## src/rtl/frame_config_pkg.sv

```systemverilog
// Shared types and constants for the frame configuration controller.
// Command word layout: [31:24] opcode, [15:8] column, [4:0] frame.
package frame_config_pkg;

  typedef enum logic [2:0] {
    ST_IDLE,
    ST_CMD,
    ST_DATA,
    ST_SETUP,
    ST_STROBE,
    ST_DONE,
    ST_ERROR
  } state_e;

  localparam logic [7:0] OP_NOP   = 8'h00;
  localparam logic [7:0] OP_WRITE = 8'h01;
  localparam logic [7:0] OP_END   = 8'h02;

  localparam int OPC_HI = 31;
  localparam int OPC_LO = 24;
  localparam int COL_HI = 15;
  localparam int COL_LO = 8;
  localparam int FRM_HI = 4;
  localparam int FRM_LO = 0;

  localparam logic [31:0] SYNC_WORD_DEFAULT = 32'hFAB0_FAB1;

endpackage

```

## src/rtl/frame_config_ctrl_strobe_decoder.sv

```systemverilog
// Column/frame address to one-hot frame strobe.
// Out-of-range addresses decode to all zeros.
module frame_strobe_decoder #(
  parameter int NumColumns      = 4,
  parameter int MaxFramesPerCol = 20
) (
  input  logic                                  en,
  input  logic [7:0]                            col,
  input  logic [4:0]                            frame,
  output logic [NumColumns*MaxFramesPerCol-1:0] strobe
);

  always_comb begin
    strobe = '0;
    for (int c = 0; c < NumColumns; c++) begin
      for (int f = 0; f < MaxFramesPerCol; f++) begin
        strobe[c*MaxFramesPerCol+f] =
          en && (col == 8'(c)) && (frame == 5'(f));
      end
    end
  end

endmodule

```

## src/rtl/frame_config_ctrl.sv

```systemverilog
// Bitstream-to-frame-write controller: SYNC, WRITE/END/NOP commands,
// row payload capture (top row first), then a setup and a strobe cycle.
module frame_config_ctrl
  import frame_config_pkg::*;
#(
  parameter int          NumColumns      = 4,
  parameter int          NumRows         = 4,
  parameter int          MaxFramesPerCol = 20,
  parameter int          FrameBitsPerRow = 32,
  parameter logic [31:0] SyncWord        = SYNC_WORD_DEFAULT
) (
  input  logic                                  CLK,
  input  logic                                  reset,
  input  logic [31:0]                           s_data,
  input  logic                                  s_valid,
  output logic                                  s_ready,
  output logic [NumRows*FrameBitsPerRow-1:0]    FrameData,
  output logic [NumColumns*MaxFramesPerCol-1:0] FrameStrobe,
  output logic                                  MODE,
  output logic                                  conf_done,
  output logic                                  conf_error,
  output logic [15:0]                           frame_count
);

  localparam int         RowW   = (NumRows > 1) ? $clog2(NumRows) : 1;
  localparam logic [7:0] ColLim = 8'(NumColumns);
  localparam logic [4:0] FrmLim = 5'(MaxFramesPerCol);

  state_e                         state_q, state_d;
  logic [NumRows*FrameBitsPerRow-1:0] data_q, data_d;
  logic [RowW-1:0]                row_q, row_d;
  logic [7:0]                     col_q, col_d;
  logic [4:0]                     frm_q, frm_d;
  logic                           mode_q, mode_d;
  logic                           done_q, done_d;
  logic                           err_q, err_d;
  logic [15:0]                    cnt_q, cnt_d;

  logic       fire;
  logic       is_sync;
  logic [7:0] opc;
  logic [7:0] cmd_col;
  logic [4:0] cmd_frm;

  assign s_ready = (state_q != ST_SETUP) && (state_q != ST_STROBE);
  assign fire    = s_valid && s_ready;
  assign is_sync = (s_data == SyncWord);
  assign opc     = s_data[OPC_HI:OPC_LO];
  assign cmd_col = s_data[COL_HI:COL_LO];
  assign cmd_frm = s_data[FRM_HI:FRM_LO];

  always_comb begin
    state_d = state_q;
    data_d  = data_q;
    row_d   = row_q;
    col_d   = col_q;
    frm_d   = frm_q;
    mode_d  = mode_q;
    done_d  = done_q;
    err_d   = err_q;
    cnt_d   = cnt_q;
    unique case (state_q)
      ST_IDLE, ST_DONE, ST_ERROR: begin
        if (fire && is_sync) begin
          state_d = ST_CMD;
          mode_d  = 1'b1;
          done_d  = 1'b0;
          cnt_d   = '0;
        end
      end
      ST_CMD: begin
        if (fire) begin
          unique case (opc)
            OP_NOP: ;
            OP_WRITE: begin
              if (cmd_col < ColLim && cmd_frm < FrmLim) begin
                state_d = ST_DATA;
                col_d   = cmd_col;
                frm_d   = cmd_frm;
                row_d   = RowW'(NumRows - 1);
              end else begin
                state_d = ST_ERROR;
                err_d   = 1'b1;
              end
            end
            OP_END: begin
              state_d = ST_DONE;
              mode_d  = 1'b0;
              done_d  = 1'b1;
            end
            default: begin
              state_d = ST_ERROR;
              err_d   = 1'b1;
            end
          endcase
        end
      end
      ST_DATA: begin
        if (fire) begin
          data_d[row_q*FrameBitsPerRow +: FrameBitsPerRow] = s_data;
          if (row_q == '0) state_d = ST_SETUP;
          else row_d = row_q - 1'b1;
        end
      end
      ST_SETUP: state_d = ST_STROBE;
      ST_STROBE: begin
        state_d = ST_CMD;
        if (cnt_q != 16'hFFFF) cnt_d = cnt_q + 16'd1;
      end
      default: state_d = ST_IDLE;
    endcase
  end

  always_ff @(posedge CLK or posedge reset) begin
    if (reset) begin
      state_q <= ST_IDLE;
      data_q  <= '0;
      row_q   <= '0;
      col_q   <= '0;
      frm_q   <= '0;
      mode_q  <= 1'b0;
      done_q  <= 1'b0;
      err_q   <= 1'b0;
      cnt_q   <= '0;
    end else begin
      state_q <= state_d;
      data_q  <= data_d;
      row_q   <= row_d;
      col_q   <= col_d;
      frm_q   <= frm_d;
      mode_q  <= mode_d;
      done_q  <= done_d;
      err_q   <= err_d;
      cnt_q   <= cnt_d;
    end
  end

  frame_strobe_decoder #(
    .NumColumns     (NumColumns),
    .MaxFramesPerCol(MaxFramesPerCol)
  ) u_dec (
    .en    (state_q == ST_STROBE),
    .col   (col_q),
    .frame (frm_q),
    .strobe(FrameStrobe)
  );

  assign FrameData   = data_q;
  assign MODE        = mode_q;
  assign conf_done   = done_q;
  assign conf_error  = err_q;
  assign frame_count = cnt_q;

endmodule

```

## config.mk

```make
export PLATFORM = sky130hd
export DESIGN_NAME = frame_config_ctrl
export DESIGN_NICKNAME = d
export VERILOG_FILES = /design/src/rtl/frame_config_pkg.sv /design/src/rtl/frame_config_ctrl_strobe_decoder.sv /design/src/rtl/frame_config_ctrl.sv
export SDC_FILE = /design/constraint.sdc
export NUM_CORES = 1
export LEC_CHECK = 0
export CELL_PAD_IN_SITES_DETAIL_PLACEMENT = 0
export CELL_PAD_IN_SITES_GLOBAL_PLACEMENT = 1
export CORE_MARGIN = 2
export CORE_UTILIZATION = 33
export CTS_CLUSTER_DIAMETER = 150
export DETAILED_ROUTE_END_ITERATION = 7
export PLACE_DENSITY = 0.86
export SYNTH_ARGS = -nofsm -noshare
export SYNTH_HDL_FRONTEND = slang
export SYNTH_SLANG_ARGS = --single-unit
export TNS_END_PERCENT = 100
```

## constraint.sdc

```tcl
create_clock -name CLK -period 6.2 [get_ports CLK]
set_clock_uncertainty 0.15 [all_clocks]
set_input_delay 1.24 -clock CLK [delete_from_list [all_inputs] [get_ports CLK]]
set_output_delay 1.24 -clock CLK [all_outputs]
set_load 0.02 [all_outputs]
```

**Run 1: metal 1**

Drawn at 2 px/µm. Supply wires on this layer in grey.
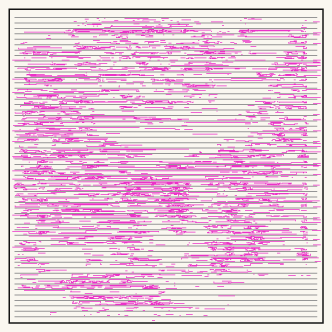
The layer holds 44% of the routed length. The layer carries 11000 µm of wire.

**Run 1: routed clock nets over the placement**

Drawn at 2 px/µm.
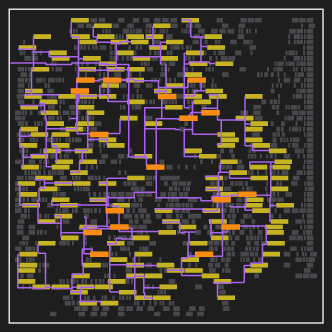
Purple shows clock wires, length 2230 µm. Orange shows clock-net drivers, count 17. Yellow shows flip-flops, count 165.
Position of the flops: all over the die.
clock power share: 0.461
Clk power: 0.990 mW
latest clock arrival within the worst-skew pair: 430 ps

==> flow_summary.ini, run 1 <==
; implementation run metrics
[outcome]
status = complete, no violations

[drt]
route.detailed.drc = 0
firstDrtPassIters = 5
routed_wl_um = 25100
via_count = 6934
viasPerCell = 4.88
drt_iter0_markers = 414
top_layer = met4

[floorplanning]
dieHeight_um = 156
chipArea_um2 = 24400
die_w_um = 156

[worst_hold_path]
min_delay_worst_endpoint = conf_error$_DFFE_PP0P_

[place]
dpl_cell_area_um2 = 10500
pre_cts_slack_ps = 1800

[power_and_ir_drop]
swShare = 0.241
p_int_mw = 1.63
powerSeq_mw = 1.08
maxPowerGroup = sequential cells
pg_comb_mw = 0.0805
comb_power_share = 0.038
p_seq_frac = 0.501
powerDensity_nw_per_um2 = 195
switching_power_mw = 0.517

[global_route]
grt_pass1_wl_um = 38600
grt_antenna_before_repair = 0
met1_usage = 0.265
gr-total-overflow = 0
grtUsageMet2 = 0.341

[synthesis]
edf_count = 0
ff_type = dfrtp_1
syn_area_per_cell_um2 = 8.56
ys_cells = 892
synth_top_area_share = 0.541
top_cells_by_area = dfrtp_1 54%, nand2_1 14%, o21ai_0 8.7%
ys_warn_count = 0
yosysTopAreaCell = dfrtp_1
async_flop_share = 1.00

[setup_path]
regToRegSetupSlack_ps = 3350
crit_required_ps = 4810
path_cells = nor3b_4 > and3_1 > nand3_1 > nor2_1 > clkdlybuf4s50_1
critPathMaxStageDelay_ps = 690
r2r_end = frame_count[12]$_DFFE_PP0P_
crit_type = flop to primary output
reg2regPathDepth = 5
cp_num_cells = 5
path_max_fanout = 20
path_buffers = 1
cp-start-kind = flop

[cts]
cts_max_path_buffers = 2
cts_tree = yes
cts.repair.resized = 0
holdBufCountCts = 0
cts_max_level = 4

[layout]
final_nets = 1164
instances_no_fill = 1421
diodes = 0
final_design_area_no_fill_um2 = 11000

[timing]
tns_ps = 0
hold_violations = 0
slew_headroom = 0.282
setup_ws_ps = 1360
setup_violations = 0
**Run 1: clock routing**

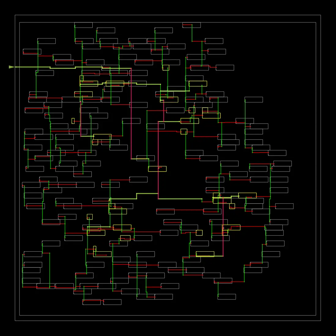
CTS Sinks: 165
flop count: 165
CLK BUF: 20
TritonCTS Buffers: 17

[run 1: layout make-up]
class	instances	area (µm²)
clock buffers	20	447
clock inverters	12	95.1
fillers	2182	11600
inverters	7	31.3
multi-input cells	663	3280
flip-flops and latches	165	4130
well taps	285	357
repair buffers	269	2680
[run 1: kinds of logic (layout without fill, tap and decap cells)]
logic type	count (synthesis)	after routing	synth area share
and+or+nand+nor	472	472	0.267
AOI/OAI and AO/OA	169	169	0.127
DFF	165	165	0.541
buffers and inverters	64	308	0.0336
muxes	11	11	0.0161
adders and majority gates	6	6	0.00983
xor gates and xnor gates	5	5	0.00574
[run 1: sequential cells by signal, indices dropped and copies added, names as in the netlist]
register,cells
FrameData,128
MODE,1
col_q,8
conf_done,1
conf_error,1
frame_count,16
frm_q,5
row_q,2
state_q,3
**Run 1: met3 routing**

Drawn at 3 px/µm.
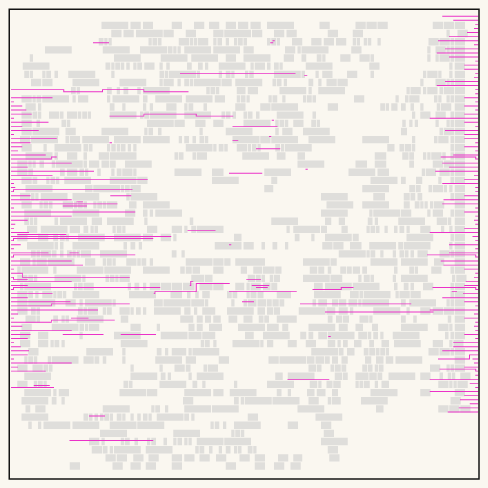

==> run 2, diff against run 1 <==
- CORE_UTILIZATION: 33 -> 30
- PLACE_DENSITY: 0.86 -> 0.83
- clock period: 6.2 -> 4 ns (I/O delays scaled with it)
**Run 2: met3 routing**

Drawn at 3 px/µm.
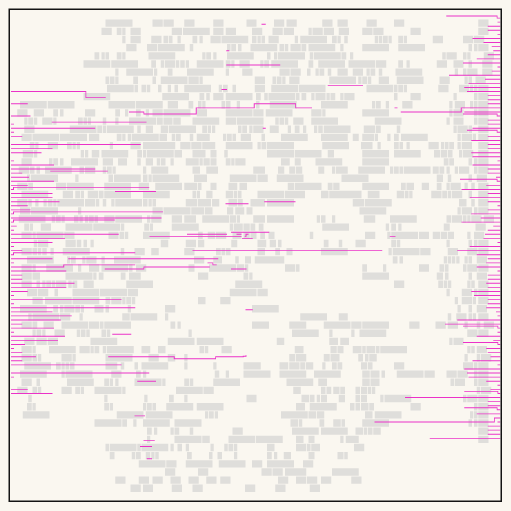
The wires run mostly horizontal. The longest straight run is 63.0 µm. 187 nets have wire on it. The layer carries 2230 µm of wire. The layer holds 8.6% of the routed length.
met3 Usage GRT: 0.0653
DRT Wirelength: 25900 µm
Vias: 7003

==> flow_summary.ini, run 2 <==
; implementation run metrics
[outcome]
status = complete, no violations

[setup_path]
path_max_fanout = 20
cp-start-kind = flop
r2r_end = frame_count[12]$_DFFE_PP0P_
path_cells = nor4_1 > nand3_1 > or3_2 > nor2_1 > clkdlybuf4s50_1

[synthesis]
ff_type = dfrtp_1
muxShareOfSynthArea = 0.0161
async_flop_share = 1.00
yosys.area_share.xor_xnor = 0.00574
synthSimpleGateAreaFrac = 0.267
syn_area_per_cell_um2 = 8.56
ys_warn_count = 0

[layout]
largest_reg_flops = 128
multiInputCombCellCount = 663
largest_class = flip-flops and latches
diodes = 0
nonClkBufAreaFrac = 0.249
sh_seq_area = 0.365
final_design_area_no_fill_um2 = 11300
nNonClkInverters = 7
ff_latch_area_um2 = 4130
comb_area_um2 = 3280
ff_count = 165
instances_no_fill = 1483
n_all_buffers = 286
comb_area_frac = 0.290

[worst_hold_path]
min_delay_worst_endpoint = FrameData[125]$_DFFE_PP0P_

[place]
dpl_cell_area_um2 = 10700
pre_cts_slack_ps = 323

[cts]
numCtsBuffers = 17
cts_max_path_buffers = 2
cts.repair.resized = 0
clock_latency_ps = 420

[power_and_ir_drop]
switching_power_mw = 0.866
swShare = 0.244
p_seq_frac = 0.471

[drt]
top_layer = met4
firstDrtPassIters = 4
viasPerCell = 4.72

[global_route]
grtUsageMet2 = 0.327
gr-total-overflow = 0
grt_pass1_wl_um = 40000

[timing]
tns_ps = 0
setup_violations = 0
hold_violations = 0

[floorplanning]
chipArea_um2 = 26700
dieHeight_um = 164
tap_cells = 330
**Run 2: cell area per tile**

Drawn at 2 px/µm. The die is cut into 16 by 16 equal tiles; white is low, dark blue is high, 0 to 100% covered.
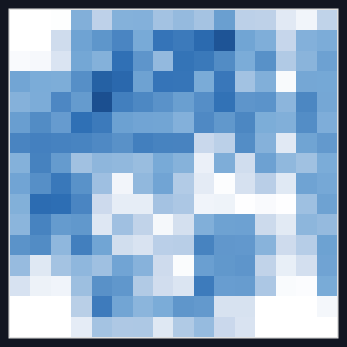
2.3% of the tiles are over 75% full. The mean over all tiles is 41%. 8.6% of the tiles are nearly empty. The densest ninth of the die: north. The emptiest ninth of the die: south-east.
Pre-Place Util: 0.304
core footprint: 25100 µm²
fin util: 0.450

-- run 2: cell counts after synthesis --
No cell type changed its count.
-- run 2: critical path: cells and delay by family, from the launching register on --
kind | cells | cell delay [ps]
and+or+nand+nor | 4 | 1430
buffers and inverters | 1 | 620
DFF | 1 | 380
-- run 2: power groups by stage --
stage          registers, mW  logic [mW]  clock network [mW]
2_1_floorplan           1.70      0.0386                   0
3_3_place_gp            1.70       0.134                   0
3_5_place_dp            1.70       0.134                   0
4_1_cts                 1.67       0.135                1.79
5_1_grt                 1.67       0.144                1.86
6_report                1.67       0.130                1.75
**Run 2: routed clock nets over the placement**

Drawn at 2 px/µm.
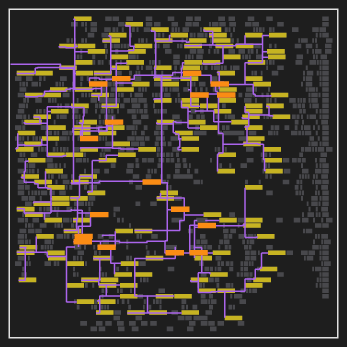

==> run 3, diff against run 2 <==
- GPL_TIMING_DRIVEN: unset -> 0
- MAX_ROUTING_LAYER: unset -> met4
**Run 3: routed clock nets over the placement**

Drawn at 2 px/µm.
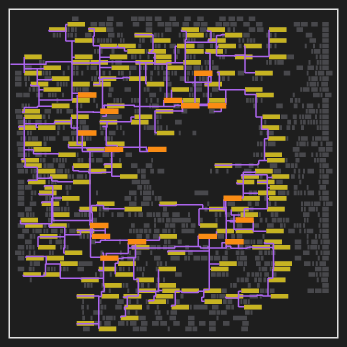
Purple shows clock wires, length 2310 µm. Yellow shows flip-flops, count 165. Orange shows clock-net drivers, count 17.
There are 18 routed clock nets. Position of the flops: all over the die.

==> flow_summary.ini, run 3 <==
; implementation run metrics
[outcome]
status = complete, no violations

[global_route]
met1_usage = 0.260
grt_antenna_before_repair = 0
grt_pass1_wl_um = 42000
grtUsageMet2 = 0.354

[cts]
numCtsBuffers = 17
cts_max_level = 4
cts_tree = yes
cts_max_path_buffers = 2
clock_latency_ps = 420

[power_and_ir_drop]
clockPowerShare = 0.476
p_int_mw = 2.61
swShare = 0.240
p_seq_frac = 0.485
powerDensity_nw_per_um2 = 304

[setup_path]
r2r_end = frame_count[12]$_DFFE_PP0P_
cp_num_cells = 6
critPathMaxStageDelay_ps = 660
regToRegSetupSlack_ps = 950
path_buffers = 2
path_max_fanout = 10
cp_top_family = simple AND/OR/NAND/NOR gates
crit_type = flop to primary output

[synthesis]
ff_type = dfrtp_1
top_cells_by_area = dfrtp_1 54%, nand2_1 14%, o21ai_0 8.7%
ys_cells = 892
ys_warn_count = 0
edf_count = 0
synth_top_area_share = 0.541
yosysTopAreaCell = dfrtp_1
syn_area_per_cell_um2 = 8.56

[floorplanning]
chipArea_um2 = 26700
fp_util = 0.304
dieHeight_um = 164
die_w_um = 164

[timing]
slew_headroom = 0.110
setup_violations = 0

[layout]
instances_no_fill = 1520
final_util = 0.451

[drt]
viasPerCell = 4.89
drt_iter0_markers = 370
route.detailed.drc = 0
via_count = 7434

[place]
pre_cts_slack_ps = 68.2
**Run 3: metal 1**

Drawn at 1.5 px/µm. Supply wires on this layer in grey.
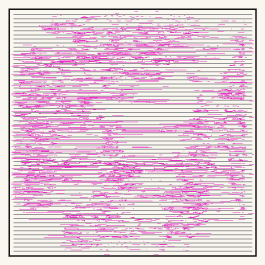
The layer holds 42% of the routed length. The wires run mostly horizontal. 1035 nets have wire on it.

[run 3: cell counts after synthesis]
Identical to the previous run, type by type.
[run 3: final cells by class]
cell class | instances | area share
timing repair buffer | 266 | 0.238
buffer | 57 | 0.0203
tap | 330 | 0.0365
multi-input combinational | 663 | 0.287
inverter | 7 | 0.00265
clock inverter | 12 | 0.0104
clock buffer | 20 | 0.0403
sequential | 165 | 0.365
[run 3: cell families (layout without fill, tap and decap cells)]
logic type | Yosys count | after routing | share of synthesized area
DFF | 165 | 165 | 0.541
AOI/OAI and AO/OA | 169 | 169 | 0.127
adders and majority gates | 6 | 6 | 0.00983
and+or+nand+nor | 472 | 472 | 0.267
buffers and inverters | 64 | 362 | 0.0336
xor gates and xnor gates | 5 | 5 | 0.00574
muxes | 11 | 11 | 0.0161
Power is estimated from default activity; no workload was simulated.
